### Congestion heat map

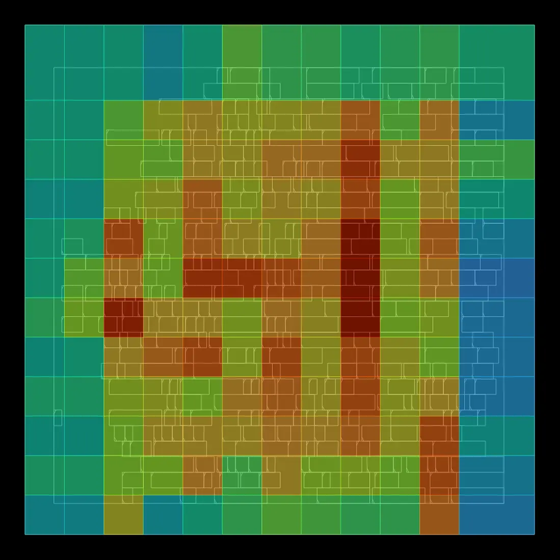
### Zoomed window

Window x 10 to 35, y 54 to 79 um. Cells in grey, sequential cells in the stronger grey; small squares are vias.
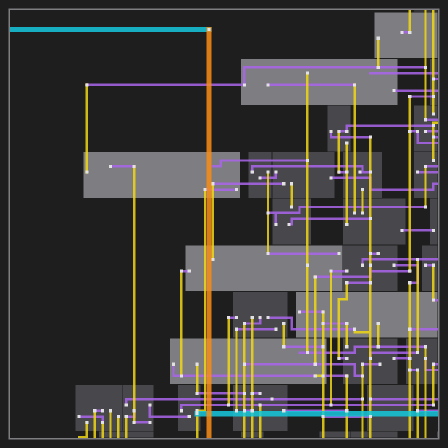
### Sizing map

Drawn at 4 px/um.
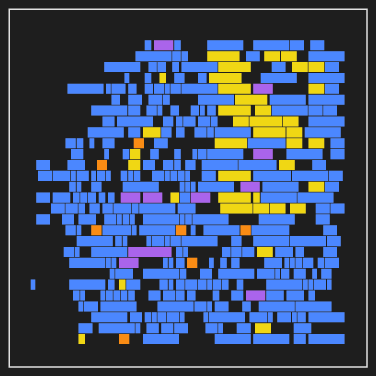
### Metal 1

Drawn at 6 px/um.
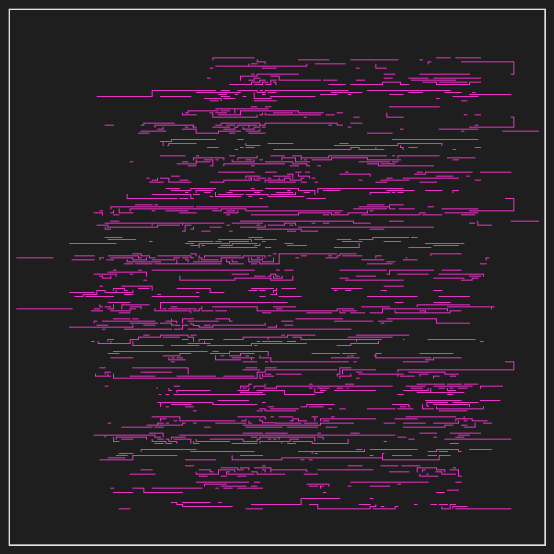
### Cell classes on the final placement

Drawn at 4 px/um.
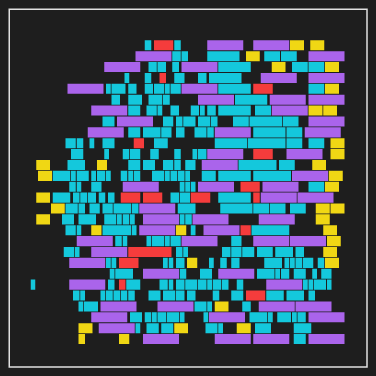
File: config.mk
export PLATFORM = sky130hd
export DESIGN_NAME = div_ratio_decoder
export DESIGN_NICKNAME = d
export VERILOG_FILES = /design/src/rtl/div_ratio_decoder.sv
export SDC_FILE = /design/constraint.sdc
export NUM_CORES = 1
export LEC_CHECK = 0
export CAP_MARGIN = 30
export CORE_MARGIN = 5
export CORE_UTILIZATION = 55
export DETAILED_ROUTE_END_ITERATION = 10
export GPL_ROUTABILITY_DRIVEN = 0
export PLACE_DENSITY = 0.78
export SLEW_MARGIN = 10
export SYNTH_ARGS = -nofsm -noshare
export SYNTH_HDL_FRONTEND = slang
export SYNTH_SLANG_ARGS = --single-unit
File: constraint.sdc
create_clock -name clko -period 2.9 [get_ports clko]
set_input_delay 0.29 -clock clko [delete_from_list [all_inputs] [get_ports clko]]
set_output_delay 0.29 -clock clko [all_outputs]
set_load 0.005 [all_outputs]
File: src/rtl/div_ratio_decoder.sv
// div_ratio_decoder: recovers the average divide ratio of a fractional-N loop.
// Sums mpr_i over a window of 1024 << win_sel clko cycles after an optional
// settle phase. It then reports the average as a 6-bit integer part and a
// 10-bit fractional word.
// Optional feature: define DIV_RATIO_DECODER_ERRCHK_EN to compile in the
// comparison against {exp_n_i, exp_frac_i}. When enabled, err_o is a sticky flag.
module div_ratio_decoder #(
  parameter int SETTLE_CYC = 8,
  parameter int SUM_W      = 19
) (
  input  logic       clko,
  input  logic       rstn_s,
  input  logic [5:0] mpr_i,
  input  logic       start_i,
  input  logic       cont_i,
  input  logic [1:0] win_sel_i,
  input  logic [5:0] exp_n_i,
  input  logic [9:0] exp_frac_i,
  input  logic [3:0] tol_i,
  output logic       busy_o,
  output logic       valid_o,
  output logic [5:0] n_est_o,
  output logic [9:0] frac_est_o,
  output logic       err_o
);

  localparam int SC_W = (SETTLE_CYC > 1) ? $clog2(SETTLE_CYC) : 1;

  typedef enum logic [1:0] {
    S_IDLE   = 2'd0,
    S_SETTLE = 2'd1,
    S_ACCUM  = 2'd2,
    S_DONE   = 2'd3
  } state_t;

  state_t           state_q, state_d;
  logic [SC_W-1:0]  set_cnt_q, set_cnt_d;
  logic [13:0]      win_cnt_q, win_cnt_d;
  logic [SUM_W-1:0] sum_q, sum_d;
  logic [1:0]       win_sel_q, win_sel_d;
  logic [5:0]       n_est_q, n_est_d;
  logic [9:0]       frac_q, frac_d;
  logic             valid_q, valid_d;
  logic             err_clr;
  logic             err_chk;
  logic [13:0]      win_last;
  logic [15:0]      q;

  // Averaging divides by the window length. The integer-ratio scale of 1024 is
  // already in the fixed-point format, so only the extra win_sel doubling is
  // shifted out. Low bits are dropped with no rounding.
  function automatic logic [15:0] trunc_shift(input logic [SUM_W-1:0] s,
                                              input logic [1:0]       sh);
    return 16'(s >> sh);
  endfunction

  assign win_last = (14'd1024 << win_sel_q) - 14'd1;
  assign q        = trunc_shift(sum_q, win_sel_q);

  // State register
  always_ff @(posedge clko or negedge rstn_s) begin
    if (!rstn_s) state_q <= S_IDLE;
    else         state_q <= state_d;
  end

  // Next state and datapath next values
  always_comb begin
    state_d   = state_q;
    set_cnt_d = set_cnt_q;
    win_cnt_d = win_cnt_q;
    sum_d     = sum_q;
    win_sel_d = win_sel_q;
    n_est_d   = n_est_q;
    frac_d    = frac_q;
    valid_d   = 1'b0;
    err_clr   = 1'b0;
    err_chk   = 1'b0;
    case (state_q)
      S_IDLE: begin
        sum_d     = '0;
        win_cnt_d = '0;
        set_cnt_d = '0;
        if (start_i) begin
          win_sel_d = win_sel_i;
          err_clr   = 1'b1;
          state_d   = (SETTLE_CYC == 0) ? S_ACCUM : S_SETTLE;
        end
      end
      S_SETTLE: begin
        if (int'(set_cnt_q) == SETTLE_CYC - 1) begin
          set_cnt_d = '0;
          state_d   = S_ACCUM;
        end else begin
          set_cnt_d = set_cnt_q + SC_W'(1);
        end
      end
      S_ACCUM: begin
        sum_d     = sum_q + SUM_W'(mpr_i);
        win_cnt_d = win_cnt_q + 14'd1;
        if (win_cnt_q == win_last) state_d = S_DONE;
      end
      S_DONE: begin
        n_est_d   = q[15:10];
        frac_d    = q[9:0];
        valid_d   = 1'b1;
        err_chk   = 1'b1;
        sum_d     = '0;
        win_cnt_d = '0;
        state_d   = cont_i ? S_ACCUM : S_IDLE;
      end
      default: state_d = S_IDLE;
    endcase
  end

  // Counters, accumulator, latched window and result registers
  always_ff @(posedge clko or negedge rstn_s) begin
    if (!rstn_s) begin
      set_cnt_q <= '0;
      win_cnt_q <= '0;
      sum_q     <= '0;
      win_sel_q <= '0;
      n_est_q   <= '0;
      frac_q    <= '0;
      valid_q   <= 1'b0;
    end else begin
      set_cnt_q <= set_cnt_d;
      win_cnt_q <= win_cnt_d;
      sum_q     <= sum_d;
      win_sel_q <= win_sel_d;
      n_est_q   <= n_est_d;
      frac_q    <= frac_d;
      valid_q   <= valid_d;
    end
  end

  assign busy_o     = (state_q == S_SETTLE) || (state_q == S_ACCUM);
  assign valid_o    = valid_q;
  assign n_est_o    = n_est_q;
  assign frac_est_o = frac_q;

`ifdef DIV_RATIO_DECODER_ERRCHK_EN
  logic err_q, err_d;

  // True when the estimate is farther than tol from the expected word
  function automatic logic err_exceeds(input logic [15:0] est,
                                       input logic [15:0] expv,
                                       input logic [3:0]  tol);
    logic signed [16:0] diff;
    logic signed [16:0] mag;
    diff = $signed({1'b0, est}) - $signed({1'b0, expv});
    mag  = (diff < 0) ? -diff : diff;
    return mag > $signed({13'd0, tol});
  endfunction

  // Sticky error: cleared by an accepted start, set on an out-of-tolerance result
  always_comb begin
    err_d = err_q;
    if (err_clr) err_d = 1'b0;
    else if (err_chk && err_exceeds(q, {exp_n_i, exp_frac_i}, tol_i)) err_d = 1'b1;
  end

  // Sticky error register
  always_ff @(posedge clko or negedge rstn_s) begin
    if (!rstn_s) err_q <= 1'b0;
    else         err_q <= err_d;
  end

  assign err_o = err_q;
`else
  logic unused_errchk;
  assign unused_errchk = ^{exp_n_i, exp_frac_i, tol_i, err_clr, err_chk};
  assign err_o = 1'b0;
`endif

endmodule

==> reports/README.md <==
| Item | Value | Unit |
|---|---|---|
| Total number of yosys warnings | 0 | - |
| Most numerous cell types in the synthesized netlist | sky130_fd_sc_hd__dfrtp_1 (57), sky130_fd_sc_hd__nand2_1 (32), sky130_fd_sc_hd__mux2_2 (18) | - |
| Detailed Routing Iterations Pass 1 | 5 | - |
| Setup Crit Path Kind | flop to flop | - |
| Outcome | finished clean | - |
| Area reported by Yosys stat | 3440 | um^2 |
| CTS buffer count | 9 | - |
| Mapped Area | 3440 | um^2 |
| Remaining design rule violation count | 0 | - |
| Combinational power share | 42.0 | % |
| Arr. time, crit path | 2.62 | ns |
| Post-synth ARST share | 100 | % |
| Number of global-route vias before repair | 2491 | - |
| Final core utilization | 65.9 | % |
| Required time at the worst-slack endpoint | 3.15 | ns |
| Category of cells accounting for the largest share of critical-path delay | simple AND/OR/NAND/NOR gates | - |
| Count of cell types in the netlist | 52 | - |
| Ordered cell list for the critical path | inv_1 > ha_1 > and2b_1 > nand4_1 > or4_1 > a21oi_1 | - |
| Critical path capture point | sum_q[16] | - |
| Maximum count of clock buffers along a single path | 2 | - |
| Time the worst path needs with I/O delays and setup | 2.36 | ns |
| Final-layout setup total negative slack | 0 | ns |
| HPWL reported at the end of detailed placement | 4.97 | mm |
| Kind of start point of the critical path | flop | - |
| Largest cells by area | sky130_fd_sc_hd__dfrtp_1 (41%), sky130_fd_sc_hd__mux4_2 (7.9%), sky130_fd_sc_hd__mux2_2 (5.9%) | - |
| Number of antenna violations at the first check in global routing | 0 | - |
| Largest stage delay on the critical path | 0.54 | ns |
| Logic family by area | multiplexers | - |
| Setup slack, reg-to-reg | 0.54 | ns |
| Routed Antenna Nets | 0 | - |
Notes on 'Congestion heat map' above:
GR Util met1: 27.8%
met3 Usage GRT: 5.07%
average routed wire per standard cell: 16.4 um

Notes on 'Zoomed window' above:
purple -> met1
yellow -> met2
cyan -> met3
orange -> met4
sequential cells in the window = 5
netlist names of flops here include = sum_q (5)
cells with their middle in the window = 21
most frequent = dfrtp_1 (5), nand2_1 (3)

Notes on 'Sizing map' above:
blue -> drive 1 or less  # cells 291, most used dfrtp_1
yellow -> drive 2  # cells 38, most used mux2_2
orange -> drive 3 to 4  # cells 7, most used buf_4
purple -> drive 6 and up  # cells 10, most used clkbuf_8

Notes on 'Metal 1' above:
main direction = horizontal
wire length on this layer = 3270 um
longest straight run = 35.9 um
Via Count: 2582
total routed wirelength: 6.90 mm

Notes on 'Cell classes on the final placement' above:
purple -> flops  # cells 57
red -> clock drivers and dummy loads  # cells 15
cyan -> all other logic  # cells 239
yellow -> other buffers and delay cells  # cells 35

## placed cells by master (no fill, tap or decap), types with 5 or more instances in the layout
cell type	synthesis	routed
sky130_fd_sc_hd__mux2_2	18	18
sky130_fd_sc_hd__buf_4	1	5
sky130_fd_sc_hd__nor2_1	17	17
sky130_fd_sc_hd__nand2_1	32	32
sky130_fd_sc_hd__nand3_1	9	9
sky130_fd_sc_hd__nand2b_1	7	7
sky130_fd_sc_hd__mux4_2	12	12
sky130_fd_sc_hd__inv_1	6	6
sky130_fd_sc_hd__dfrtp_1	57	57
sky130_fd_sc_hd__nand4_1	12	12
sky130_fd_sc_hd__clkbuf_8	0	9
sky130_fd_sc_hd__a21oi_1	14	14
sky130_fd_sc_hd__ha_1	14	14
sky130_fd_sc_hd__xor2_1	10	10
sky130_fd_sc_hd__o21ai_0	17	17
sky130_fd_sc_hd__clkdlybuf4s50_1	0	28
## through the flow
step / worst slack, ns / instance area (um^2) / hold slack [ns] / std cells
floorplan: 0.958 / 3440 / -0.00559 / 320
global placement: 0.568 / 3750 / 0.274 / 405
detailed placement: 0.564 / 3750 / 0.279 / 405
CTS: 0.556 / 3950 / 0.451 / 421
global route: 0.367 / 3950 / 0.486 / 421
finish: 0.535 / 3950 / 0.461 / 421
## per-layer routing
metal  vias to the layer above  GRT usage (%)  part of all wire [%]
li1                       1232              -                     -
met4                         0           5.95                   1.0
met2                        69           30.5                    46
met5                         -              0                     0
met1                      1275           27.8                    47
met3                         6           5.07                   5.3
## layout make-up
cell class                      instances  area (um^2)
Fill cell                             452         2050
Clock inverter                          6         60.1
Multi-Input combinational cell        233         1890
Sequential cell                        57         1430
Timing Repair Buffer                   35          333
Tap cell                               75         93.8
Inverter                                6         22.5
Clock buffer                            9          124
## registers in the layout, indices dropped and copies added, names as in the netlist
name        count
set_cnt_q       3
sum_q          19
win_sel_q       2
frac_est_o     10
n_est_o         6
state_q         2
win_cnt_q      14
valid_o         1
## power groups by stage
stage / combinational, mW / sequential, mW / clock, mW
finish: 1.38 / 1.20 / 0.695
global placement: 1.34 / 1.20 / 0
CTS: 1.38 / 1.20 / 0.717
detailed placement: 1.38 / 1.22 / 0
global route: 1.54 / 1.24 / 0.760
floorplan: 1.10 / 1.06 / 0
## kinds of logic after synthesis
family                     after synthesis
and+or+nand+nor                        102
AOI/OAI and AO/OA                       63
DFF                                     57
muxes                                   38
buffers and inverters                   30
adders and majority gates               15
xor gates and xnor gates                14
other                                    1
## worst min path at each step
| stage | cells after the start | startpoint | slack (ns) | to |
|---|---|---|---|---|
| 6_report | 2 | rstn_s | 0.46 | win_cnt_q[1] |
| 5_1_grt | 2 | rstn_s | 0.49 | win_cnt_q[1] |
| 4_1_cts | 2 | rstn_s | 0.45 | win_cnt_q[1] |
| 3_5_place_dp | 1 | rstn_s | 0.28 | win_cnt_q[1] |
| 3_3_place_gp | 1 | rstn_s | 0.27 | win_cnt_q[2] |
| 2_1_floorplan | 0 | rstn_s | -0.006 | frac_est_o[0] |
Power and IR drop assume default switching activity.
